[src/rtl/cache_pkg.sv]
// Shared types and helpers for the N-way cache level.
// Latency: none (types and constant functions only).
// Backpressure: not applicable.
package cache_pkg;

    typedef enum logic [2:0] {
        S_IDLE,
        S_LOOKUP,
        S_WB,
        S_FILL,
        S_RESP,
        S_INV_LOOKUP,
        S_INV_WB
    } state_t;

    // ceil(log2(value)); returns 0 for value <= 1
    function automatic int clog2(input int value);
        int r;
        r = 0;
        for (int i = 0; i < 31; i++) begin
            if ((1 << i) < value) begin
                r = i + 1;
            end
        end
        return r;
    endfunction

    // Set index = low idx_w bits of the word address
    function automatic int unsigned addr_idx(input logic [31:0] addr, input int idx_w);
        return int'(addr & ((32'd1 << idx_w) - 32'd1));
    endfunction

    // Tag = address bits above the index
    function automatic int unsigned addr_tag(input logic [31:0] addr, input int idx_w);
        return int'(addr >> idx_w);
    endfunction

endpackage

[src/rtl/cache_level_nway_if.sv]
// Bundles the upstream, downstream and back-invalidate ports of one cache level.
// Latency: none (wiring only).
// Backpressure: req/ack style on every leg; see the cache for timing.
interface cache_level_nway_if #(
    parameter int ADDR_W = 8,
    parameter int DATA_W = 8
);
    logic              up_req;
    logic              up_we;
    logic [ADDR_W-1:0] up_addr;
    logic [DATA_W-1:0] up_wdata;
    logic              up_ready;
    logic [DATA_W-1:0] up_rdata;
    logic              up_hit;

    logic              dn_req;
    logic              dn_we;
    logic [ADDR_W-1:0] dn_addr;
    logic [DATA_W-1:0] dn_wdata;
    logic              dn_ack;
    logic [DATA_W-1:0] dn_rdata;

    logic              inv_req;
    logic [ADDR_W-1:0] inv_addr;
    logic              inv_ack;

    // The cache itself
    modport slave (
        input  up_req, up_we, up_addr, up_wdata, dn_ack, dn_rdata, inv_req, inv_addr,
        output up_ready, up_rdata, up_hit, dn_req, dn_we, dn_addr, dn_wdata, inv_ack
    );

    // The environment around it (requester, next level, invalidator)
    modport master (
        output up_req, up_we, up_addr, up_wdata, dn_ack, dn_rdata, inv_req, inv_addr,
        input  up_ready, up_rdata, up_hit, dn_req, dn_we, dn_addr, dn_wdata, inv_ack
    );
endinterface

[src/rtl/cache_level_nway_lru_ages.sv]
// Per-set age-based LRU: ages form a permutation of 0..WAYS-1, highest age is the victim.
// Latency: update takes effect on the next edge; victim lookup is combinational.
// Backpressure: none; accepts an update every cycle.
module cache_lru_ages
    import cache_pkg::*;
#(
    parameter  int SETS  = 4,
    parameter  int WAYS  = 2,
    localparam int IDX_W = clog2(SETS),
    localparam int AGE_W = clog2(WAYS)
) (
    input  logic             clk,
    input  logic             rst,
    input  logic             upd,
    input  logic [IDX_W-1:0] upd_set,
    input  logic [AGE_W-1:0] upd_way,
    input  logic [IDX_W-1:0] vic_set,
    output logic [AGE_W-1:0] vic_way
);
    logic [AGE_W-1:0] age [SETS][WAYS];

    // Touched way becomes youngest; ways younger than it age by one
    always_ff @(posedge clk) begin
        if (rst) begin
            for (int s = 0; s < SETS; s++) begin
                for (int w = 0; w < WAYS; w++) begin
                    age[s][w] <= AGE_W'(w);
                end
            end
        end else if (upd) begin
            for (int w = 0; w < WAYS; w++) begin
                if (AGE_W'(w) == upd_way) begin
                    age[upd_set][w] <= '0;
                end else if (age[upd_set][w] < age[upd_set][upd_way]) begin
                    age[upd_set][w] <= age[upd_set][w] + 1'b1;
                end
            end
        end
    end

    // Victim is the way holding the oldest age in the set
    always_comb begin
        vic_way = '0;
        for (int w = 0; w < WAYS; w++) begin
            if (age[vic_set][w] == AGE_W'(WAYS - 1)) begin
                vic_way = AGE_W'(w);
            end
        end
    end
endmodule

[src/rtl/cache_level_nway.sv]
// N-way set-associative write-back/write-allocate cache level with back-invalidate.
// Latency: hit -> up_ready 2 cycles after acceptance; each WB/FILL leg adds its dn wait + 1.
// Backpressure: one transaction at a time; requests are only sampled in IDLE, dn_req held until dn_ack.
module cache_level_nway
    import cache_pkg::*;
#(
    parameter int ADDR_W = 8,
    parameter int DATA_W = 8,
    parameter int SETS   = 4,
    parameter int WAYS   = 2
) (
    input logic              clk,
    input logic              rst,
    cache_level_nway_if.slave bus
);
    localparam int IDX_W = clog2(SETS);
    localparam int AGE_W = clog2(WAYS);
    localparam int TAG_W = ADDR_W - IDX_W;

    logic [WAYS-1:0]   vld  [SETS];
    logic [WAYS-1:0]   drt  [SETS];
    logic [TAG_W-1:0]  tags [SETS][WAYS];
    logic [DATA_W-1:0] data [SETS][WAYS];

    state_t            state;
    logic              r_we;
    logic [ADDR_W-1:0] r_addr;
    logic [DATA_W-1:0] r_wdata;
    logic              r_hit;
    logic [AGE_W-1:0]  r_way;

    logic              up_ready_q, up_hit_q, dn_req_q, dn_we_q, inv_ack_q;
    logic [DATA_W-1:0] up_rdata_q, dn_wdata_q;
    logic [ADDR_W-1:0] dn_addr_q;

    logic [IDX_W-1:0]  idx;
    logic [TAG_W-1:0]  tag;
    logic              hit_any, has_free;
    logic [AGE_W-1:0]  hit_way, free_way, lru_way, victim;

    assign idx = IDX_W'(addr_idx(32'(r_addr), IDX_W));
    assign tag = TAG_W'(addr_tag(32'(r_addr), IDX_W));

    assign bus.up_ready = up_ready_q;
    assign bus.up_rdata = up_rdata_q;
    assign bus.up_hit   = up_hit_q;
    assign bus.dn_req   = dn_req_q;
    assign bus.dn_we    = dn_we_q;
    assign bus.dn_addr  = dn_addr_q;
    assign bus.dn_wdata = dn_wdata_q;
    assign bus.inv_ack  = inv_ack_q;

    // Tag compare across the set and lowest-index free way (descending loop, last write wins)
    always_comb begin
        hit_any  = 1'b0;
        hit_way  = '0;
        has_free = 1'b0;
        free_way = '0;
        for (int w = WAYS - 1; w >= 0; w--) begin
            if (vld[idx][w] && tags[idx][w] == tag) begin
                hit_any = 1'b1;
                hit_way = AGE_W'(w);
            end
            if (!vld[idx][w]) begin
                has_free = 1'b1;
                free_way = AGE_W'(w);
            end
        end
    end

    assign victim = has_free ? free_way : lru_way;

    // Every completed access passes through RESP exactly once, so age it there
    cache_lru_ages #(.SETS(SETS), .WAYS(WAYS)) u_lru (
        .clk     (clk),
        .rst     (rst),
        .upd     (state == S_RESP),
        .upd_set (idx),
        .upd_way (r_way),
        .vic_set (idx),
        .vic_way (lru_way)
    );

    // Control FSM with registered outputs and the line arrays
    always_ff @(posedge clk) begin
        if (rst) begin
            state <= S_IDLE;
            for (int s = 0; s < SETS; s++) begin
                vld[s] <= '0;
                drt[s] <= '0;
            end
            r_we       <= 1'b0;
            r_addr     <= '0;
            r_wdata    <= '0;
            r_hit      <= 1'b0;
            r_way      <= '0;
            up_ready_q <= 1'b0;
            up_rdata_q <= '0;
            up_hit_q   <= 1'b0;
            dn_req_q   <= 1'b0;
            dn_we_q    <= 1'b0;
            dn_addr_q  <= '0;
            dn_wdata_q <= '0;
            inv_ack_q  <= 1'b0;
        end else begin
            up_ready_q <= 1'b0;
            inv_ack_q  <= 1'b0;
            case (state)
                S_IDLE: begin
                    if (bus.inv_req) begin
                        r_addr <= bus.inv_addr;
                        state  <= S_INV_LOOKUP;
                    end else if (bus.up_req) begin
                        r_we    <= bus.up_we;
                        r_addr  <= bus.up_addr;
                        r_wdata <= bus.up_wdata;
                        state   <= S_LOOKUP;
                    end
                end
                S_LOOKUP: begin
                    r_hit <= hit_any;
                    if (hit_any) begin
                        r_way <= hit_way;
                        if (r_we) begin
                            data[idx][hit_way] <= r_wdata;
                            drt[idx][hit_way]  <= 1'b1;
                        end
                        state <= S_RESP;
                    end else begin
                        r_way <= victim;
                        if (vld[idx][victim] && drt[idx][victim]) begin
                            dn_req_q   <= 1'b1;
                            dn_we_q    <= 1'b1;
                            dn_addr_q  <= {tags[idx][victim], idx};
                            dn_wdata_q <= data[idx][victim];
                            state      <= S_WB;
                        end else if (!r_we) begin
                            dn_req_q  <= 1'b1;
                            dn_we_q   <= 1'b0;
                            dn_addr_q <= r_addr;
                            state     <= S_FILL;
                        end else begin
                            // Whole-line write: no fetch needed
                            tags[idx][victim] <= tag;
                            data[idx][victim] <= r_wdata;
                            vld[idx][victim]  <= 1'b1;
                            drt[idx][victim]  <= 1'b1;
                            state             <= S_RESP;
                        end
                    end
                end
                S_WB: begin
                    if (bus.dn_ack) begin
                        if (r_we) begin
                            tags[idx][r_way] <= tag;
                            data[idx][r_way] <= r_wdata;
                            vld[idx][r_way]  <= 1'b1;
                            drt[idx][r_way]  <= 1'b1;
                            dn_req_q         <= 1'b0;
                            state            <= S_RESP;
                        end else begin
                            // dn_req stays up; the next leg starts with the fill address
                            dn_we_q   <= 1'b0;
                            dn_addr_q <= r_addr;
                            state     <= S_FILL;
                        end
                    end
                end
                S_FILL: begin
                    if (bus.dn_ack) begin
                        tags[idx][r_way] <= tag;
                        data[idx][r_way] <= bus.dn_rdata;
                        vld[idx][r_way]  <= 1'b1;
                        drt[idx][r_way]  <= 1'b0;
                        dn_req_q         <= 1'b0;
                        state            <= S_RESP;
                    end
                end
                S_RESP: begin
                    up_ready_q <= 1'b1;
                    up_rdata_q <= data[idx][r_way];
                    up_hit_q   <= r_hit;
                    state      <= S_IDLE;
                end
                S_INV_LOOKUP: begin
                    if (hit_any && drt[idx][hit_way]) begin
                        r_way      <= hit_way;
                        dn_req_q   <= 1'b1;
                        dn_we_q    <= 1'b1;
                        dn_addr_q  <= r_addr;
                        dn_wdata_q <= data[idx][hit_way];
                        state      <= S_INV_WB;
                    end else begin
                        if (hit_any) begin
                            vld[idx][hit_way] <= 1'b0;
                        end
                        inv_ack_q <= 1'b1;
                        state     <= S_IDLE;
                    end
                end
                S_INV_WB: begin
                    if (bus.dn_ack) begin
                        vld[idx][r_way] <= 1'b0;
                        drt[idx][r_way] <= 1'b0;
                        dn_req_q        <= 1'b0;
                        inv_ack_q       <= 1'b1;
                        state           <= S_IDLE;
                    end
                end
                default: state <= S_IDLE;
            endcase
        end
    end
endmodule
[src/flat_wrapper.sv]
// flat-port wrapper written by rule: the top's interface ports become plain ports
module cache_level_nway_flat import cache_pkg::*;
#(
    parameter int ADDR_W = 8,
    parameter int DATA_W = 8,
    parameter int SETS   = 4,
    parameter int WAYS   = 2
)
  (clk, rst, bus_up_req, bus_up_we, bus_up_addr, bus_up_wdata, bus_dn_ack, bus_dn_rdata, bus_inv_req, bus_inv_addr, bus_up_ready, bus_up_rdata, bus_up_hit, bus_dn_req, bus_dn_we, bus_dn_addr, bus_dn_wdata, bus_inv_ack);
  cache_level_nway_if #(.ADDR_W(ADDR_W), .DATA_W(DATA_W)) bus_i ();
  input logic clk;
  input logic rst;
  input wire logic [$bits(bus_i.up_req)-1:0] bus_up_req;
  input wire logic [$bits(bus_i.up_we)-1:0] bus_up_we;
  input wire logic [$bits(bus_i.up_addr)-1:0] bus_up_addr;
  input wire logic [$bits(bus_i.up_wdata)-1:0] bus_up_wdata;
  input wire logic [$bits(bus_i.dn_ack)-1:0] bus_dn_ack;
  input wire logic [$bits(bus_i.dn_rdata)-1:0] bus_dn_rdata;
  input wire logic [$bits(bus_i.inv_req)-1:0] bus_inv_req;
  input wire logic [$bits(bus_i.inv_addr)-1:0] bus_inv_addr;
  output wire logic [$bits(bus_i.up_ready)-1:0] bus_up_ready;
  output wire logic [$bits(bus_i.up_rdata)-1:0] bus_up_rdata;
  output wire logic [$bits(bus_i.up_hit)-1:0] bus_up_hit;
  output wire logic [$bits(bus_i.dn_req)-1:0] bus_dn_req;
  output wire logic [$bits(bus_i.dn_we)-1:0] bus_dn_we;
  output wire logic [$bits(bus_i.dn_addr)-1:0] bus_dn_addr;
  output wire logic [$bits(bus_i.dn_wdata)-1:0] bus_dn_wdata;
  output wire logic [$bits(bus_i.inv_ack)-1:0] bus_inv_ack;
  assign bus_i.up_req = bus_up_req;
  assign bus_i.up_we = bus_up_we;
  assign bus_i.up_addr = bus_up_addr;
  assign bus_i.up_wdata = bus_up_wdata;
  assign bus_i.dn_ack = bus_dn_ack;
  assign bus_i.dn_rdata = bus_dn_rdata;
  assign bus_i.inv_req = bus_inv_req;
  assign bus_i.inv_addr = bus_inv_addr;
  assign bus_up_ready = bus_i.up_ready;
  assign bus_up_rdata = bus_i.up_rdata;
  assign bus_up_hit = bus_i.up_hit;
  assign bus_dn_req = bus_i.dn_req;
  assign bus_dn_we = bus_i.dn_we;
  assign bus_dn_addr = bus_i.dn_addr;
  assign bus_dn_wdata = bus_i.dn_wdata;
  assign bus_inv_ack = bus_i.inv_ack;
  cache_level_nway #(.ADDR_W(ADDR_W), .DATA_W(DATA_W), .SETS(SETS), .WAYS(WAYS)) u_core (.clk(clk), .rst(rst), .bus(bus_i));
endmodule
[config.mk]
export PLATFORM = sky130hd
export DESIGN_NAME = cache_level_nway_flat
export DESIGN_NICKNAME = d
export VERILOG_FILES = /design/src/rtl/cache_pkg.sv /design/src/rtl/cache_level_nway_if.sv /design/src/rtl/cache_level_nway_lru_ages.sv /design/src/rtl/cache_level_nway.sv /design/src/flat_wrapper.sv
export SDC_FILE = /design/constraint.sdc
export NUM_CORES = 1
export LEC_CHECK = 0
export CAP_MARGIN = 0
export CORE_MARGIN = 1.5
export CORE_UTILIZATION = 55
export CTS_CLUSTER_DIAMETER = 80
export DETAILED_ROUTE_END_ITERATION = 16
export PLACE_DENSITY = 0.72
export SYNTH_ARGS = -nofsm -noshare
export SYNTH_HDL_FRONTEND = slang
export SYNTH_SLANG_ARGS = --single-unit
[constraint.sdc]
create_clock -name clk -period 8.8 [get_ports clk]
set_input_delay 2.2 -clock clk [delete_from_list [all_inputs] [get_ports clk]]
set_output_delay 2.2 -clock clk [all_outputs]
set_load 0.1 [all_outputs]
### Routing congestion

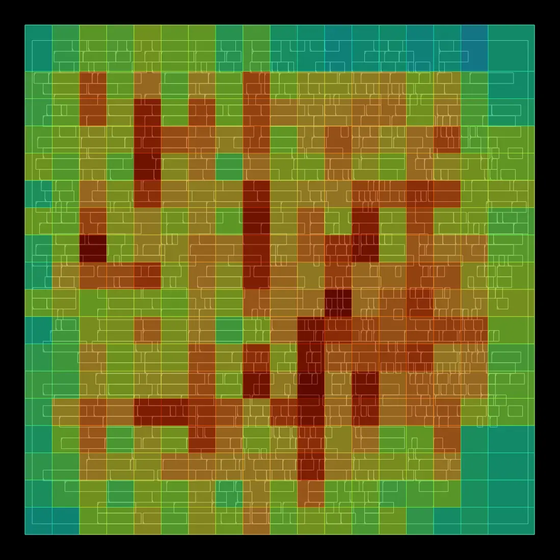
total track usage: 0.2691
GR Util met2: 0.4240

### Clock wires, drivers and flops

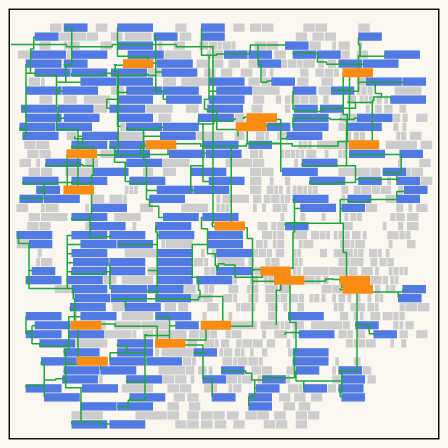
[cells driving clock nets] orange | count: 17
[clock wires] green | length: 2120 um
[flip-flops] blue | count: 189
routed clock nets	18

==> qor.txt <==
reg2reg setup slack -> 4.58 ns
residual DRC count -> 0
vias in the first global route -> 5659
clkbuf count -> 19
number of library cell types mapped by synthesis -> 63
Buffers on Ports -> 66
clock power share -> 0.244
Rows -> 45
Crit Path Max Fanout -> 49
Ys Warns -> 0
Worst Hold Slack -> 0.4640 ns
FP Core Util -> 0.5686
Routed Antenna Nets -> 0
Top Layout Cells -> edfxtp_1, nor2_1, clkdlybuf4s50_1
max cap viols -> 0
DIE AREA -> 16660 um2
layout cells sized above 1 -> 0.1466
DRT iter0 DRCs -> 484
n_diodes -> 0
Inverters -> 15
P_sw -> 1.190 mW
Syn Inst Count -> 661
Worst Setup End Kind -> register
HP Class -> reg -> reg
Worst-Margin Slew -> 1.166 ns
number of I/O pins -> 67
Critical Path Source Type -> input pin
Clock Tree Buf Depth -> 2
initial antenna violation count -> 0
Critical Path AT -> 4.59 ns
Syn Nets -> 699
seq_cells -> 189
largest net degree at the start of global routing -> 50
post_cts resized -> 0
ys cells -> 661
routed vias/inst -> 6.175
multi-input logic area -> 3327 um2
slew margin rel. -> 0.2183
Clock Sinks -> 189
placer congestion estimate -> 0.9065
Final setup viols -> 0
max frequency -> 223.8 MHz
Clock buf/inv share -> 0.05651
NonClk Buf Share -> 0.06970
Filler cells -> 1136
cycle use final -> 0.5077
Num CTS Buffers -> 17
count of tool warnings -> 26
PD cells -> 300.9 nW/um2
prevailing post-synth register cell -> edfxtp_1
dpl hpwl -> 14380 um
via count -> 5811
Synth async-reset ratio -> 0
#MultiIn Comb -> 422
first drt pass iteration count -> 7
Hold Startpoint -> u_core.bus.dn_req$_SDFFE_PP0P_
# Post-CTS Setup Buffers -> 0
dominant kind of cell -> sequential cells
R2R depth -> 7
crit path DRT -> 8.92 ns
Final Util -> 0.6540
first-pass GRT wire length -> 32700 um
# Taps -> 211
sequential share of cell area -> 0.5110
Pint -> 1.835 mW
Registers, synthesis -> 189
status -> finished, final reports clean
core area -> 15370 um2
Final Hold Viols -> 0
Post-CTS Hold Buffers -> 0
clk ins delay skew pair -> 0.44 ns
WHS Path Cells -> 2
P&R area growth vs syn -> 15.02%
Tmin final -> 4.467 ns
logic gate share of total power -> 0.362
FF+latch area -> 5136 um2
max-slew violation count -> 0
Hold Path End -> u_core.bus.dn_req$_SDFFE_PP0P_
Non-clock buffers -> 72
Lkg Pwr -> 3.487 nW
RR Endpoint -> u_core.tags[1][9]$_DFFE_PP_
Setup TNS Final -> 0 ns
die width -> 129.1 um
combinational share of cell area -> 0.3310
Post-synth EDFFs -> 135
Cell Area, Synth -> 8740 um2
H-tree Lvls -> 4
register share of total power -> 0.393
Clock Pin Slew Worst Setup and Hold Paths -> 0.07 ns
CTS tree -> built
most frequent logic cell in the layout -> edfxtp_1
Seq share, synth -> 0.5875
Final #Nets -> 755
final clock skew -> 0.009241 ns
critical path class -> in -> reg
CTS root buf -> clkbuf_16
yosys synthesis chip area -> 8740 um2
Switching Fraction -> 0.3935
GR Overflow Total -> 0
DIE HEIGHT -> 129.1 um
RSZ-0062 raised after global routing -> no
Worst VDD drop -> 0.0001503 V
Mean Syn Cell Area -> 13.22 um2
### Wiring by layer

Only two layers are drawn.
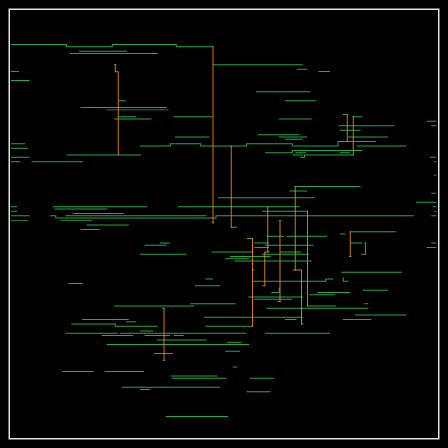
layer	color	wire length
met4	orange	296 um
met3	green	1650 um
DR WL/cell: 22.35 um
total wire length: 21030 um

### Pin placement

Pins as bars across the die edge, other pins in gray.
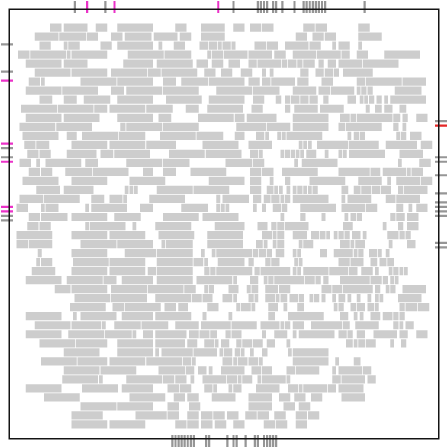
port	color	pins	direction	edge
bus_dn_rdata	magenta	8	input	5 left, 3 top
bus_inv_ack	red	1	output	right

==> sequential cells by signal, summed over array words and instances (netlist names), 3 cells and up, named ones only <==
signal	flops
u_core.bus.dn_addr	8
u_core.bus.dn_wdata	8
u_core.bus.up_rdata	8
u_core.data	64
u_core.drt	8
u_core.r_addr	8
u_core.r_wdata	8
u_core.state	3
u_core.tags	48
u_core.u_lru.age	8
u_core.vld	8
==> worst max-delay path by stage <==
stage	start	slack (ns)	end	cells after the start
final	rst	4.33	u_core.tags[1][9]$_DFFE_PP_	8
after global routing	rst	4.10	u_core.tags[1][6]$_DFFE_PP_	8
after CTS	rst	4.40	u_core.tags[1][9]$_DFFE_PP_	8
after detailed placement	rst	3.94	u_core.tags[1][8]$_DFFE_PP_	8
after global placement	rst	4.08	u_core.data[0][5]$_DFFE_PP_	7
after floorplan	rst	5.18	u_core.drt[3][0]$_DFFE_PP_	6
==> per-layer routing <==
metal  up-vias  GRT usage  wire length (um)  share of wire
li1       2634          -                 -              -
met1      2883     0.3748              9057           0.43
met2       266     0.4240             10020           0.48
met3        28    0.06813              1651          0.079
met4         0    0.07733               296          0.014
met5         -          0                 0              0
==> logic make-up after synthesis <==
| family | count (synthesis) | synth area share |
|---|---|---|
| simple gates | 193 | 0.1024 |
| xor+xnor | 13 | 0.01303 |
| flops | 189 | 0.5875 |
| mux | 94 | 0.1672 |
| compound gates | 122 | 0.09750 |
| buf+inv | 50 | 0.03235 |
==> synth_stat cells (all sizes together), types with 3 or more instances <==
cell type / number / share of area
edfxtp: 135 / 0.46
nor2: 89 / 0.039
dfxtp: 54 / 0.12
nand2: 48 / 0.021
mux2i: 41 / 0.047
mux4: 36 / 0.098
o21ai: 28 / 0.016
clkbuf: 26 / 0.017
a21oi: 24 / 0.015
a211oi: 19 / 0.016
mux2: 17 / 0.022
inv: 14 / 0.0060
o31ai: 14 / 0.012
nor3: 13 / 0.0074
buf: 8 / 0.0077
nor2b: 8 / 0.0057
nand3: 7 / 0.0052
xnor2: 7 / 0.0070
a221oi: 6 / 0.0060
a31oi: 6 / 0.0050
xor2: 6 / 0.0060
a31o: 5 / 0.0050
a311oi: 4 / 0.0040
and3: 4 / 0.0031
nand2b: 4 / 0.0029
nand3b: 4 / 0.0034
or2: 4 / 0.0029
a21o: 3 / 0.0030
o21a: 3 / 0.0026
or3: 3 / 0.0021
==> metrics by stage <==
step	power (mW)	instance area (um2)	setup slack [ns]	cells
2_1_floorplan	2.009	8740	5.181	661
3_3_place_gp	2.268	9484	4.076	909
5_1_grt	3.149	10050	4.105	941
6_report	3.025	10050	4.333	941
4_1_cts	3.017	10050	4.400	941
3_5_place_dp	2.289	9484	3.940	909
==> power groups by stage <==
stage | Sequential (mW) | Combinational, mW | Clock (mW)
global route | 1.20 | 1.17 | 0.778
finish | 1.19 | 1.10 | 0.739
CTS | 1.19 | 1.09 | 0.742
floorplan | 1.32 | 0.686 | 0
global placement | 1.20 | 1.07 | 0
detailed placement | 1.21 | 1.08 | 0
==> critical path: stages <==
cell and delay, ns:
buf_2 0.07, buf_4 0.47, clkinv_1 0.25, buf_4 0.29
nand3_1 0.19, nor2_1 0.09, a31oi_1 0.67, nor2_1 0.31
Power figures rest on the tool's default switching activity, not on a simulated workload.
